<file path="src/rtl/sized_fifo.sv">
// sized_fifo: parametrised FWFT FIFO with occupancy count, almost flags and sticky error flags
module sized_fifo #(
    parameter int width = 8,
    parameter int depth = 4,
    parameter int af_thresh = depth - 1,
    parameter int ae_thresh = 1,
    localparam int cw = $clog2(depth + 1)
) (
    input  logic             CLK,
    input  logic             RST_N,
    input  logic [width-1:0] D_IN,
    input  logic             ENQ,
    input  logic             DEQ,
    input  logic             CLR,
    output logic [width-1:0] D_OUT,
    output logic             FULL_N,
    output logic             EMPTY_N,
    output logic [cw-1:0]    COUNT,
    output logic             ALMOST_FULL,
    output logic             ALMOST_EMPTY,
    output logic             OVF,
    output logic             UDF
);
    localparam int pw = $clog2(depth);

    logic [width-1:0] mem [depth];
    logic [pw-1:0]    wr_ptr, rd_ptr;
    logic [cw-1:0]    count;
    logic             enq_ok, deq_ok;

    // flags come from registered count only, never from ENQ/DEQ
    always_comb begin
        FULL_N       = count != cw'(depth);
        EMPTY_N      = count != '0;
        COUNT        = count;
        ALMOST_FULL  = count >= cw'(af_thresh);
        ALMOST_EMPTY = count <= cw'(ae_thresh);
        D_OUT        = EMPTY_N ? mem[rd_ptr] : '0;
        enq_ok       = ENQ & FULL_N & ~CLR;
        deq_ok       = DEQ & EMPTY_N & ~CLR;
    end

    // storage is deliberately left out of reset
    always_ff @(posedge CLK) begin
        if (enq_ok) mem[wr_ptr] <= D_IN;
    end

    // pointers wrap explicitly so any depth works; count is tracked on its own
    always_ff @(posedge CLK or negedge RST_N) begin
        if (!RST_N) begin
            wr_ptr <= '0;
            rd_ptr <= '0;
            count  <= '0;
            OVF    <= 1'b0;
            UDF    <= 1'b0;
        end else if (CLR) begin
            wr_ptr <= '0;
            rd_ptr <= '0;
            count  <= '0;
            OVF    <= 1'b0;
            UDF    <= 1'b0;
        end else begin
            if (enq_ok) wr_ptr <= (wr_ptr == pw'(depth - 1)) ? '0 : wr_ptr + pw'(1);
            if (deq_ok) rd_ptr <= (rd_ptr == pw'(depth - 1)) ? '0 : rd_ptr + pw'(1);
            count <= (enq_ok && !deq_ok) ? count + cw'(1) :
                     (deq_ok && !enq_ok) ? count - cw'(1) : count;
            OVF   <= OVF | (ENQ & ~FULL_N);
            UDF   <= UDF | (DEQ & ~EMPTY_N);
        end
    end
endmodule
</file>
<file path="config.mk">
export PLATFORM = sky130hd
export DESIGN_NAME = sized_fifo
export DESIGN_NICKNAME = d
export VERILOG_FILES = /design/src/rtl/sized_fifo.sv
export SDC_FILE = /design/constraint.sdc
export NUM_CORES = 1
export LEC_CHECK = 0
export CAP_MARGIN = 20
export CELL_PAD_IN_SITES_DETAIL_PLACEMENT = 1
export CELL_PAD_IN_SITES_GLOBAL_PLACEMENT = 2
export CORE_UTILIZATION = 30
export DETAILED_ROUTE_END_ITERATION = 8
export GPL_ROUTABILITY_DRIVEN = 0
export GPL_TIMING_DRIVEN = 0
export PLACE_DENSITY = 0.62
export SLEW_MARGIN = 10
export SYNTH_ARGS = -nofsm -noshare
export SYNTH_HDL_FRONTEND = slang
export SYNTH_SLANG_ARGS = --single-unit
</file>
<file path="constraint.sdc">
create_clock -name CLK -period 2.1 [get_ports CLK]
set_input_delay 0.42 -clock CLK [delete_from_list [all_inputs] [get_ports CLK]]
set_output_delay 0.42 -clock CLK [all_outputs]
set_load 0.01 [all_outputs]
</file>
**Run 1: met1 routing**

Supply wires on this layer in gray.
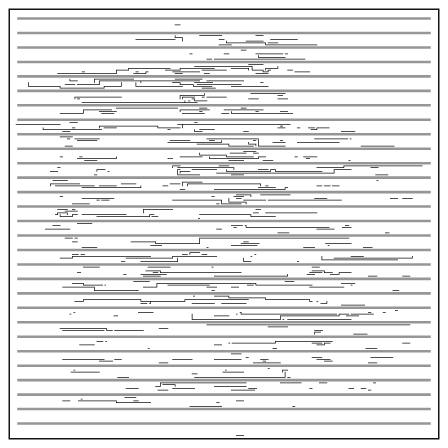
wire length on this layer = 1650 µm
longest straight run = 38.2 µm
main direction = horizontal

**Run 1: met2 routing**

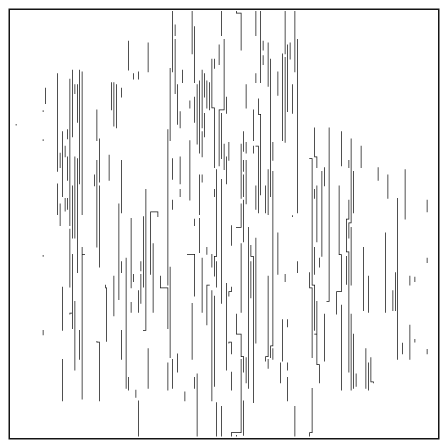
main direction = vertical
share of all routed wire = 53%

**Run 1: metal 3**

Bar = 20 µm.
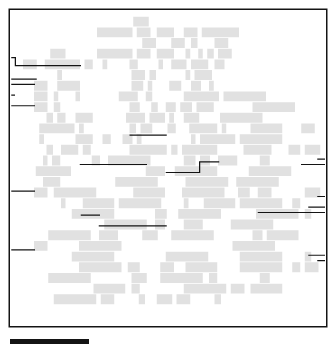
main direction = horizontal
longest straight run = 17.0 µm

**Run 1: selected gate families**

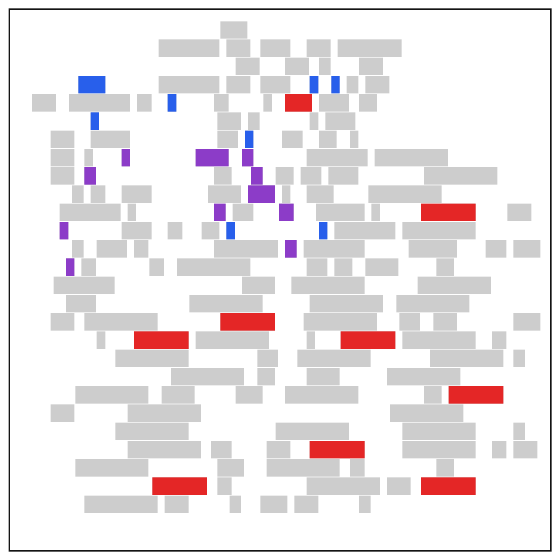
purple -> NAND gates  # cells 11, most used nand3_1
red -> multiplexers  # cells 9, most used mux4_2
blue -> NOR gates  # cells 8, most used nor2_1

==> results.cfg, run 1 <==
; synthesis and place-and-route metrics
[synth]
syn_area_um2 = 1848
top_cells_by_count = edfxtp_1 (32), and2_1 (12), dfrtp_1 (9), ha_1 (9), mux4_2 (8)
synth_cells = 117
syn_avg_cell_area_um2 = 15.80
floorplan.nets = 139

[final_layout]
largest_reg_flops = 32
layout.cells.most_common = edfxtp_1
fin_nets = 184
dominant_cells = registers
drive_above_1_share = 0.3006
mostFrequentLayoutCells = edfxtp_1 (32), clkdlybuf4s50_1 (19), buf_4 (9)

[detailed_routing]
vias = 1104
top_layer_used = met4

[power_and_ir_drop]
p_int_w = 0.001980
p_total_w = 0.002896
power_leader = combinational logic
p_leak_nw = 0.9056
powerSeq_w = 0.00102

[final_timing]
min_period_ns = 2.068
setup_slack_ns = 0.03205
fmax_mhz = 483.6
setup_viol = 0

[global_route]
grt_pass1_wl_mm = 6.134
grt_antenna_before_repair = 0
grt_pass1_vias = 1170

[outcome]
status = finished clean

[critical_path]
arrival_ns = 1.65

[placed_design]
place_ws_ns = -0.5188

[run]
warnings = 34

[floorplan]
core_um2 = 5921

[cts]
htreeDepth = 2
[run 1: logic make-up (layout without fill, tap and decap cells)]
logic type                 count (synthesis)  count (layout)  synth area share
DFF                                       41              41            0.6418
AOI/OAI and AO/OA                         11              11           0.04536
adders and majority gates                  9               9           0.06094
and+or+nand+nor                           32              32            0.1009
xor gates and xnor gates                   4               4           0.01896
buffers and inverters                     11              57           0.02844
muxes                                      9               9            0.1036
[run 1: worst reg2reg max path, delay by kind of cell (launching register included)]
kind            cells  cell delay [ns]
compound gates      1             0.24
fa+ha+maj           1             0.19
buf+inv             1             0.08
flops               1             0.41
simple gates        2             0.70
[run 1: timing repair]
action                                 in CTS  in global routing
resized                                    46                  7
hold buffers                                0                  0
endpoints found under the hold margin       0                  0
pin swaps                                   1                  7
buffers inserted                           10                  1
setup endpoints to repair                  44                 11
**Run 1: clock wiring as the flow saved it**

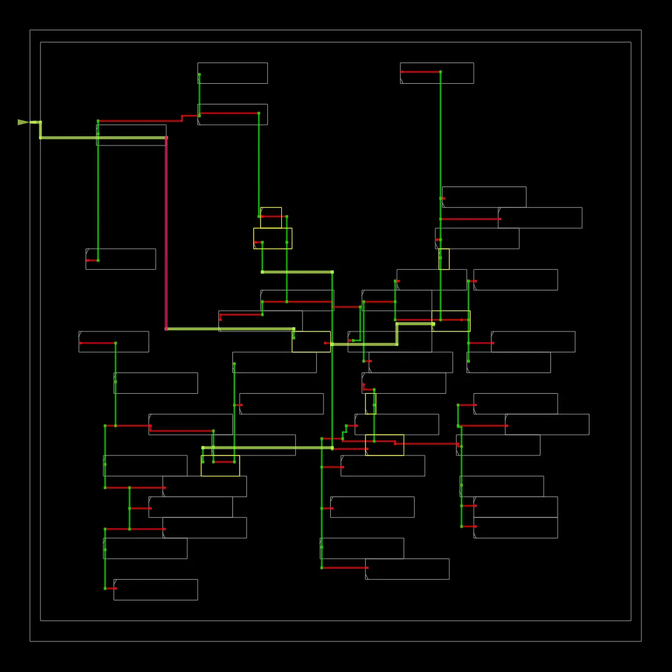

==> run 2: changes to the inputs <==
CTS_CLUSTER_SIZE = 28   (was unset)
MAX_ROUTING_LAYER = met4   (was unset)
**Run 2: clock wiring as the flow saved it**

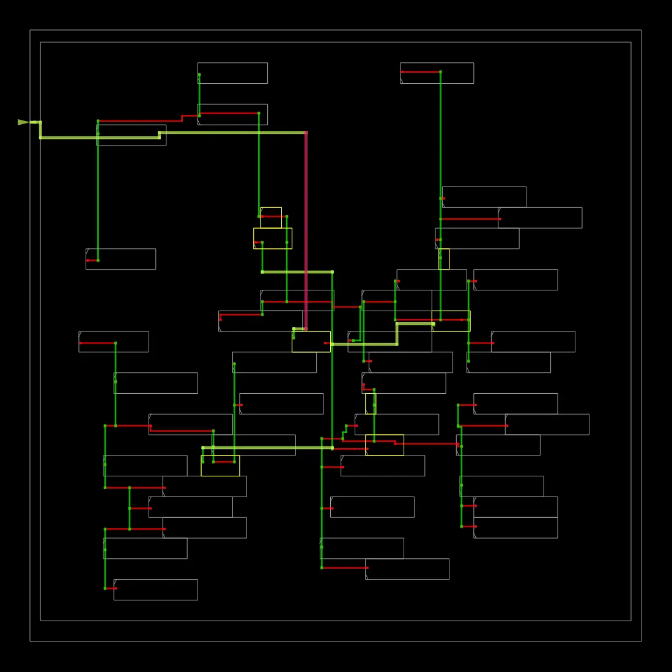
# clk buffers: 6
flop count: 41

**Run 2: selected gate families**

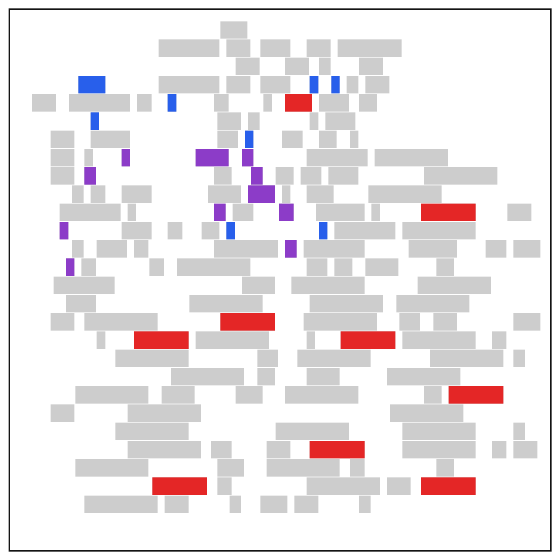
purple -> NAND gates  # cells 11, most used nand3_1
red -> multiplexers  # cells 9, most used mux4_2
blue -> NOR gates  # cells 8, most used nor2_1

**Run 2: met1 routing**

Supply wires on this layer in gray.
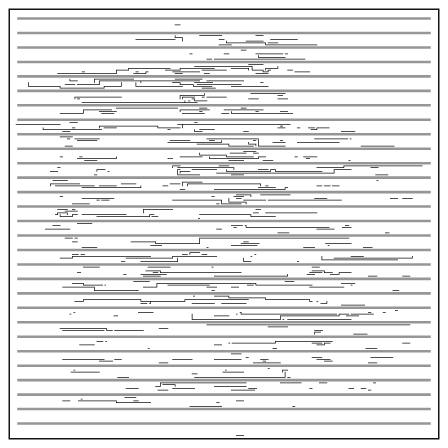
longest straight run = 38.2 µm
main direction = horizontal
wire length on this layer = 1650 µm
nets with wire on the layer = 158
share of all routed wire = 42%

==> results.cfg, run 2 <==
; synthesis and place-and-route metrics
[outcome]
status = finished clean

[synth]
syn_avg_cell_area_um2 = 15.80
synth_cells = 117
adder_share = 0.06093
top_logic_kind = multiplexers
floorplan.nets = 139
top_cells_by_count = edfxtp_1 (32), and2_1 (12), dfrtp_1 (9), ha_1 (9), mux4_2 (8)
syn_area_um2 = 1848
synth-compound-area-share = 0.04536
ys_sh_simple = 0.1009

[floorplan]
core_um2 = 5921

[detailed_routing]
vias = 1104
first_iter_violations = 45
top_layer_used = met4
routed_via_density = 4.639

[cts]
cts.sinks = 41
cts-hold-fix-buffers = 0
clock_path_buffers = 2
clock.latency.late_pin_ns = 0.29
cts_resized = 46
postCtsSetupRepairBufs = 10
htreeDepth = 2

[global_route]
grt_pass1_wl_mm = 6.127
grt_antenna_before_repair = 0
grt_pass1_vias = 1169
gr-usage-met2 = 0.2288

[critical_path]
cpLargestDelayFamily = multiplexers
arrival_ns = 1.65

[final_layout]
post-route-util = 0.4108
mostFrequentLayoutCells = edfxtp_1 (32), clkdlybuf4s50_1 (19), buf_4 (9)
fin_nets = 184
layout.cells.most_common = edfxtp_1
drive_above_1_share = 0.3006
largest_reg_flops = 32

[placed_design]
place_ws_ns = -0.5188

[final_timing]
setup_slack_ns = 0.03191
setup_viol = 0
min_period_ns = 2.068
fmax_mhz = 483.5

[run]
maxCapViolCount = 0
warnings = 34

[power_and_ir_drop]
powerSeq_w = 0.00102
p_leak_nw = 0.9056
p_int_w = 0.001980
power_leader = combinational logic
p_total_w = 0.002896
run 2: cell counts after synthesis:
No cell type changed its count.
run 2: how the worst max path moves through the flow:
stage,from,slack (ns),endpoint
after floorplan,COUNT[0],0.25,mem[3][0]
after global placement,COUNT[1],-0.49,D_OUT[0]
after detailed placement,COUNT[0],-0.52,D_OUT[0]
after CTS,rd_ptr[0],-0.02,D_OUT[3]
after global routing,rd_ptr[0],-0.02,D_OUT[3]
final,rd_ptr[0],0.03,D_OUT[3]
run 2: final cells by class:
class	count	area [µm²]
inverter	6	22.52
clock buffer	6	72.57
clock inverter	2	11.26
timing repair buffer	40	376.6
buffer	3	35.03
sequential	41	1189
fill	609	3488
tap	75	93.84
multi-input combinational	65	631.9
